**src/rtl/id_branch_ctrl_if.sv**
```systemverilog
// Bundles the ID-stage branch inputs and the PC-select / hazard-control outputs
// of id_branch_ctrl.
interface id_branch_ctrl_if #(
    parameter int unsigned CNT_W = 16
);
    logic             id_valid;
    logic [5:0]       id_opcode;
    logic [4:0]       id_rs;
    logic [4:0]       id_rt;
    logic             rs_eq_rt;
    logic [31:0]      branch_target;
    logic [31:0]      jump_target;
    logic             idex_regwrite;
    logic             idex_memread;
    logic [4:0]       idex_rd;
    logic             exmem_memread;
    logic [4:0]       exmem_rd;

    logic [1:0]       pc_src;
    logic             stall;
    logic             idex_bubble;
    logic             flush;
    logic [31:0]      redirect_pc;
    logic             busy;
    logic [CNT_W-1:0] taken_cnt;
    logic [CNT_W-1:0] nt_cnt;

    // Pipeline side: drives the decoded instruction and producer status.
    modport master (
        output id_valid, id_opcode, id_rs, id_rt, rs_eq_rt, branch_target, jump_target,
               idex_regwrite, idex_memread, idex_rd, exmem_memread, exmem_rd,
        input  pc_src, stall, idex_bubble, flush, redirect_pc, busy, taken_cnt, nt_cnt
    );

    // Controller side.
    modport slave (
        input  id_valid, id_opcode, id_rs, id_rt, rs_eq_rt, branch_target, jump_target,
               idex_regwrite, idex_memread, idex_rd, exmem_memread, exmem_rd,
        output pc_src, stall, idex_bubble, flush, redirect_pc, busy, taken_cnt, nt_cnt
    );
endinterface

```
**src/rtl/id_branch_ctrl.sv**
```systemverilog
// ID-stage branch/jump resolution controller: hazard stalls, wrong-path squash, last redirect.
// Optional taken/not-taken statistics are built when ID_BRANCH_STATS_EN is defined.
module id_branch_ctrl #(
    parameter int unsigned ALU_STALL  = 1,
    parameter int unsigned LOAD_STALL = 2,
    parameter int unsigned CNT_W      = 16
) (
    input  logic            clk,
    input  logic            rst,
    id_branch_ctrl_if.slave bus
);
    localparam int unsigned CB = (LOAD_STALL < 2) ? 1 : $clog2(LOAD_STALL + 1);

    localparam logic [5:0] OP_J   = 6'h02;
    localparam logic [5:0] OP_JAL = 6'h03;
    localparam logic [5:0] OP_BEQ = 6'h04;
    localparam logic [5:0] OP_BNE = 6'h05;

    typedef enum logic [1:0] {
        IDLE    = 2'd0,
        WAIT    = 2'd1,
        RESOLVE = 2'd2
    } state_t;

    state_t        state, state_n;
    logic [CB-1:0] cnt, cnt_n;
    logic [CB-1:0] need_rs, need_rt, need;
    logic          is_beq, is_bne, is_jmp, is_br, taken;
    logic          eval;
    logic          resolve_c;
    logic [1:0]    pc_src_c;
    logic          stall_c, bubble_c, flush_c;
    logic [31:0]   redirect_q;

    // Stall cycles owed to one source register; register 0 never hazards.
    function automatic logic [CB-1:0] reg_need(
        input logic [4:0] r,
        input logic       ld,
        input logic       wr,
        input logic [4:0] rd,
        input logic       eld,
        input logic [4:0] erd
    );
        logic [CB-1:0] n;
        n = '0;
        if (r != 5'd0) begin
            if (ld && (rd == r))        n = CB'(LOAD_STALL);
            else if (wr && (rd == r))   n = CB'(ALU_STALL);
            else if (eld && (erd == r)) n = CB'(1);
        end
        return n;
    endfunction

    assign is_beq = (bus.id_opcode == OP_BEQ);
    assign is_bne = (bus.id_opcode == OP_BNE);
    assign is_jmp = (bus.id_opcode == OP_J) || (bus.id_opcode == OP_JAL);
    assign is_br  = is_beq || is_bne;
    assign taken  = (is_beq && bus.rs_eq_rt) || (is_bne && !bus.rs_eq_rt) || is_jmp;

    always_comb begin
        need_rs = reg_need(bus.id_rs, bus.idex_memread, bus.idex_regwrite, bus.idex_rd,
                           bus.exmem_memread, bus.exmem_rd);
        need_rt = reg_need(bus.id_rt, bus.idex_memread, bus.idex_regwrite, bus.idex_rd,
                           bus.exmem_memread, bus.exmem_rd);
        if (!is_br)                 need = '0;
        else if (need_rs > need_rt) need = need_rs;
        else                        need = need_rt;
    end

    always_ff @(posedge clk or posedge rst) begin
        if (rst) begin
            state <= IDLE;
            cnt   <= '0;
        end else begin
            state <= state_n;
            cnt   <= cnt_n;
        end
    end

    // cnt holds the stall cycles still owed, including the current WAIT cycle,
    // so the first stall (issued from IDLE/RESOLVE) plus WAIT totals exactly `need`.
    always_comb begin
        state_n   = state;
        cnt_n     = cnt;
        pc_src_c  = 2'b00;
        stall_c   = 1'b0;
        bubble_c  = 1'b0;
        flush_c   = 1'b0;
        resolve_c = 1'b0;
        eval      = 1'b0;

        unique case (state)
            IDLE: begin
                eval = bus.id_valid;
            end
            WAIT: begin
                if (!bus.id_valid) begin
                    state_n = IDLE;
                end else begin
                    stall_c  = 1'b1;
                    bubble_c = 1'b1;
                    cnt_n    = cnt - CB'(1);
                    if (cnt == CB'(1)) state_n = RESOLVE;
                end
            end
            RESOLVE: begin
                state_n = IDLE;
                eval    = bus.id_valid;
            end
            default: begin
                state_n = IDLE;
            end
        endcase

        if (eval) begin
            if (need != '0) begin
                stall_c  = 1'b1;
                bubble_c = 1'b1;
                cnt_n    = need - CB'(1);
                state_n  = (need == CB'(1)) ? RESOLVE : WAIT;
            end else begin
                state_n   = IDLE;
                resolve_c = is_br || is_jmp;
                if (resolve_c && taken) begin
                    pc_src_c = is_jmp ? 2'b10 : 2'b01;
                    flush_c  = 1'b1;
                end
            end
        end

        // Reset silences the Mealy outputs immediately, not just at the next edge.
        if (rst) begin
            pc_src_c  = 2'b00;
            stall_c   = 1'b0;
            bubble_c  = 1'b0;
            flush_c   = 1'b0;
            resolve_c = 1'b0;
        end
    end

    always_ff @(posedge clk or posedge rst) begin
        if (rst)                     redirect_q <= 32'd0;
        else if (resolve_c && taken) redirect_q <= is_jmp ? bus.jump_target : bus.branch_target;
    end

`ifdef ID_BRANCH_STATS_EN
    logic [CNT_W-1:0] taken_q, nt_q;

    always_ff @(posedge clk or posedge rst) begin
        if (rst) begin
            taken_q <= '0;
            nt_q    <= '0;
        end else if (resolve_c) begin
            if (taken)      taken_q <= taken_q + CNT_W'(1);
            else if (is_br) nt_q    <= nt_q + CNT_W'(1);
        end
    end

    assign bus.taken_cnt = taken_q;
    assign bus.nt_cnt    = nt_q;
`else
    assign bus.taken_cnt = '0;
    assign bus.nt_cnt    = '0;
`endif

    assign bus.pc_src      = pc_src_c;
    assign bus.stall       = stall_c;
    assign bus.idex_bubble = bubble_c;
    assign bus.flush       = flush_c;
    assign bus.redirect_pc = redirect_q;
    assign bus.busy        = (state != IDLE);
endmodule
```
**src/flat_wrapper.sv**
```systemverilog
// flat-port wrapper written by rule: the top's interface ports become plain ports
module id_branch_ctrl_flat 
#(
    parameter int unsigned ALU_STALL  = 1,
    parameter int unsigned LOAD_STALL = 2,
    parameter int unsigned CNT_W      = 16
)
  (clk, rst, bus_id_valid, bus_id_opcode, bus_id_rs, bus_id_rt, bus_rs_eq_rt, bus_branch_target, bus_jump_target, bus_idex_regwrite, bus_idex_memread, bus_idex_rd, bus_exmem_memread, bus_exmem_rd, bus_pc_src, bus_stall, bus_idex_bubble, bus_flush, bus_redirect_pc, bus_busy, bus_taken_cnt, bus_nt_cnt);
  id_branch_ctrl_if #(.CNT_W(CNT_W)) bus_i ();
  input  logic clk;
  input  logic rst;
  input wire logic [$bits(bus_i.id_valid)-1:0] bus_id_valid;
  input wire logic [$bits(bus_i.id_opcode)-1:0] bus_id_opcode;
  input wire logic [$bits(bus_i.id_rs)-1:0] bus_id_rs;
  input wire logic [$bits(bus_i.id_rt)-1:0] bus_id_rt;
  input wire logic [$bits(bus_i.rs_eq_rt)-1:0] bus_rs_eq_rt;
  input wire logic [$bits(bus_i.branch_target)-1:0] bus_branch_target;
  input wire logic [$bits(bus_i.jump_target)-1:0] bus_jump_target;
  input wire logic [$bits(bus_i.idex_regwrite)-1:0] bus_idex_regwrite;
  input wire logic [$bits(bus_i.idex_memread)-1:0] bus_idex_memread;
  input wire logic [$bits(bus_i.idex_rd)-1:0] bus_idex_rd;
  input wire logic [$bits(bus_i.exmem_memread)-1:0] bus_exmem_memread;
  input wire logic [$bits(bus_i.exmem_rd)-1:0] bus_exmem_rd;
  output wire logic [$bits(bus_i.pc_src)-1:0] bus_pc_src;
  output wire logic [$bits(bus_i.stall)-1:0] bus_stall;
  output wire logic [$bits(bus_i.idex_bubble)-1:0] bus_idex_bubble;
  output wire logic [$bits(bus_i.flush)-1:0] bus_flush;
  output wire logic [$bits(bus_i.redirect_pc)-1:0] bus_redirect_pc;
  output wire logic [$bits(bus_i.busy)-1:0] bus_busy;
  output wire logic [$bits(bus_i.taken_cnt)-1:0] bus_taken_cnt;
  output wire logic [$bits(bus_i.nt_cnt)-1:0] bus_nt_cnt;
  assign bus_i.id_valid = bus_id_valid;
  assign bus_i.id_opcode = bus_id_opcode;
  assign bus_i.id_rs = bus_id_rs;
  assign bus_i.id_rt = bus_id_rt;
  assign bus_i.rs_eq_rt = bus_rs_eq_rt;
  assign bus_i.branch_target = bus_branch_target;
  assign bus_i.jump_target = bus_jump_target;
  assign bus_i.idex_regwrite = bus_idex_regwrite;
  assign bus_i.idex_memread = bus_idex_memread;
  assign bus_i.idex_rd = bus_idex_rd;
  assign bus_i.exmem_memread = bus_exmem_memread;
  assign bus_i.exmem_rd = bus_exmem_rd;
  assign bus_pc_src = bus_i.pc_src;
  assign bus_stall = bus_i.stall;
  assign bus_idex_bubble = bus_i.idex_bubble;
  assign bus_flush = bus_i.flush;
  assign bus_redirect_pc = bus_i.redirect_pc;
  assign bus_busy = bus_i.busy;
  assign bus_taken_cnt = bus_i.taken_cnt;
  assign bus_nt_cnt = bus_i.nt_cnt;
  id_branch_ctrl #(.ALU_STALL(ALU_STALL), .LOAD_STALL(LOAD_STALL), .CNT_W(CNT_W)) u_core (.clk(clk), .rst(rst), .bus(bus_i));
endmodule
```
**config.mk**
```make
export PLATFORM = sky130hd
export DESIGN_NAME = id_branch_ctrl_flat
export DESIGN_NICKNAME = d
export VERILOG_FILES = /design/src/rtl/id_branch_ctrl_if.sv /design/src/rtl/id_branch_ctrl.sv /design/src/flat_wrapper.sv
export SDC_FILE = /design/constraint.sdc
export NUM_CORES = 1
export LEC_CHECK = 0
export CAP_MARGIN = 25
export CORE_ASPECT_RATIO = 1.4
export CORE_MARGIN = 2
export CORE_UTILIZATION = 40
export DETAILED_ROUTE_END_ITERATION = 6
export PLACE_DENSITY = 0.89
export SYNTH_ARGS = -nofsm -noshare
export SYNTH_HDL_FRONTEND = slang
export SYNTH_SLANG_ARGS = --single-unit
```
**constraint.sdc**
```tcl
create_clock -name clk -period 10.2 [get_ports clk]
set_input_delay 2.04 -clock clk [delete_from_list [all_inputs] [get_ports clk]]
set_output_delay 2.04 -clock clk [all_outputs]
set_load 0.01 [all_outputs]
```
met1.png
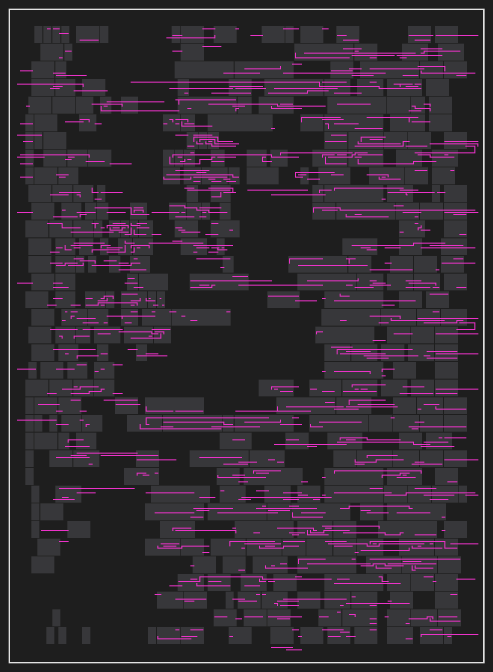
nets with wire on the layer: 368
longest straight run: 29.0 um
share of all routed wire: 35%
wire length on this layer: 2320 um
drt total wl: 6570 um
met1 usage: 0.179
vias: 2128

met2.png
Scale bar: 20 um.
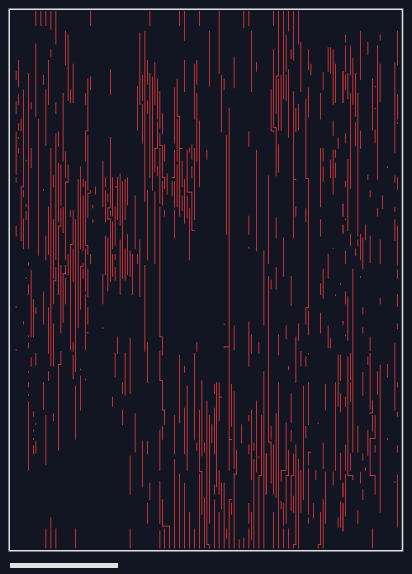
longest straight run: 67.3 um
share of all routed wire: 53%
main direction: vertical
nets with wire on the layer: 424
wire length on this layer: 3460 um
GR Util met2: 0.343

met3.png
Scale bar: 20 um.
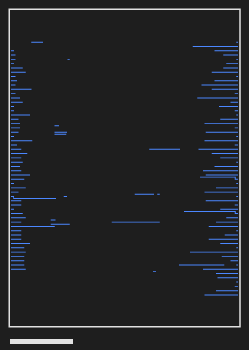
longest straight run: 16.1 um
wire length on this layer: 586 um
main direction: horizontal
nets with wire on the layer: 117
share of all routed wire: 8.9%

==> results.ini <==
[outcome]
status = complete, no violations

[floorplanning]
initCoreUtil = 0.409
die_w_um = 72.8
die_height_um = 100
boundaryPins = 167
taps = 74
coreArea_sq_um = 6480
fp-row-count = 35

[worst_setup_path]
arrival_ns = 5.49
cp-endpoint = bus_pc_src[0]
path_depth = 12
path_common_cell = clkdlybuf4s50_1
crit_family = buffers and inverters
reg2reg_depth = 4
cp-end-kind = output port
cp-startpoint = bus_id_rs[0]
critPathSlowestCell = or3_2
cpPeakStageDelay_ns = 0.69
r2r_setup_slack_ns = 7.97
r2r-end = u_core.bus.redirect_pc[19]$_DFFE_PP0P_
crit_fanout = 17
criticalPathCategory = input pin to output port
crit_path_cell_trace = clkdlybuf4s50_1, xnor2_1, nand3_1, o22ai_1, o211ai_1, ha_1, a21oi_1, a2111o_1, a21oi_2, or3_2, nor2b_1, clkdlybuf4s50_1
critPathBufInv = 2
crit_required_ns = 8.16

[detailed_routing]
first_iter_violations = 46
dr_wl_met2_um = 3460
highest_layer = met4
vias_per_cell = 4.85
wl_met3_um = 586
post_drt_wl_per_cell_um = 15.0
dr.pass1.iters = 4

[place]
placed_area_sq_um = 3910
portBuffers = 134
dp_slack_ns = 2.32
dpl.cell_count = 430
finalWeightedCongestion = 0.898

[cells_and_area]
signal_buffers = 137
logic_area_sq_um = 1540
area_share_clock_buf_inv = 0.0218
multi_input_comb_cells = 178
nClkBuffers = 5
inverters = 6
final_util = 0.621
lay_top_count = clkdlybuf4s50_1
fin_cells = 439
syn_to_final_growth_pct = 51.8
comb-cell-share = 0.382
final_nets = 465
area_share_nonclk_buffers = 0.344
final_cell_mix = clkdlybuf4s50_1, dfrtp_1, mux2_2
largest_reg_flops = 32
largest_class = logic gates
seq_area_sq_um = 901
stdcell_area_sq_um = 4030

[global_route]
grt_usage = 0.181
grt_antenna_before_repair = 0
overflow = 0
grt_max_degree = 38
grt_util_met3 = 0.0422
grt_pass1_vias = 2224
grt_pass1_wl_um = 10300

[sta]
fmax_ghz = 0.133
fin_crit_sh = 0.739
setup_slack_ns = 2.67
setup_violations = 0
period_needed_ns = 7.53
slew_violations = 0
hold_ws_ns = 0.501
setup_tns_ns = 0
hold_viol = 0
max_slew_margin = 0.655
tightest_slew_ns = 0.517
fin_worst_skew_ns = 0.00213

[synth]
synthMostInstantiatedCell = dfrtp_1
ys_sh_simple = 0.0769
synth_seq_share = 0.340
top_area_cell = dfrtp_1
syn_inst = 230
netlist_top_cells_area = dfrtp_1, mux2_4, mux2_2
ff_type = dfrtp_1
ys.flops = 36
synth-xor-area-share = 0.0694
post_synth_num_cell_types = 38
ys_cells = 230
mux_share = 0.319
ys_area_sq_um = 2650
common_cells = dfrtp_1, buf_4, mux2_2, mux2_4, xnor2_1
ys_warn_count = 0
edf_count = 0

[job]
max_cap_violations = 0
tool_warnings = 27

[power]
p_per_area_nw_per_um2 = 114
power_leader = registers
p_comb_frac = 0.392
clkPwrFrac = 0.212
power_uw = 461
max-vdd-ir-drop_mv = 0.0594
seqPwrFrac = 0.396
powerSeq_uw = 183
p_sw_frac = 0.271
power.switching_uw = 125
pg_comb_uw = 180
power.internal_uw = 336

[clock_tree]
clockRootBuffer = clkbuf_8
path_clk_slew_ns = 0.07
post_cts_buffers = 0
clkLatencyLatePin_ns = 0.28
htreeDepth = 2
clock_sinks = 36
clk_path_buf_depth = 2
ctsResizeCount = 0
hold_buffers = 0

[worst_hold_path]
min_from = u_core.bus.redirect_pc[23]$_DFFE_PP0P_

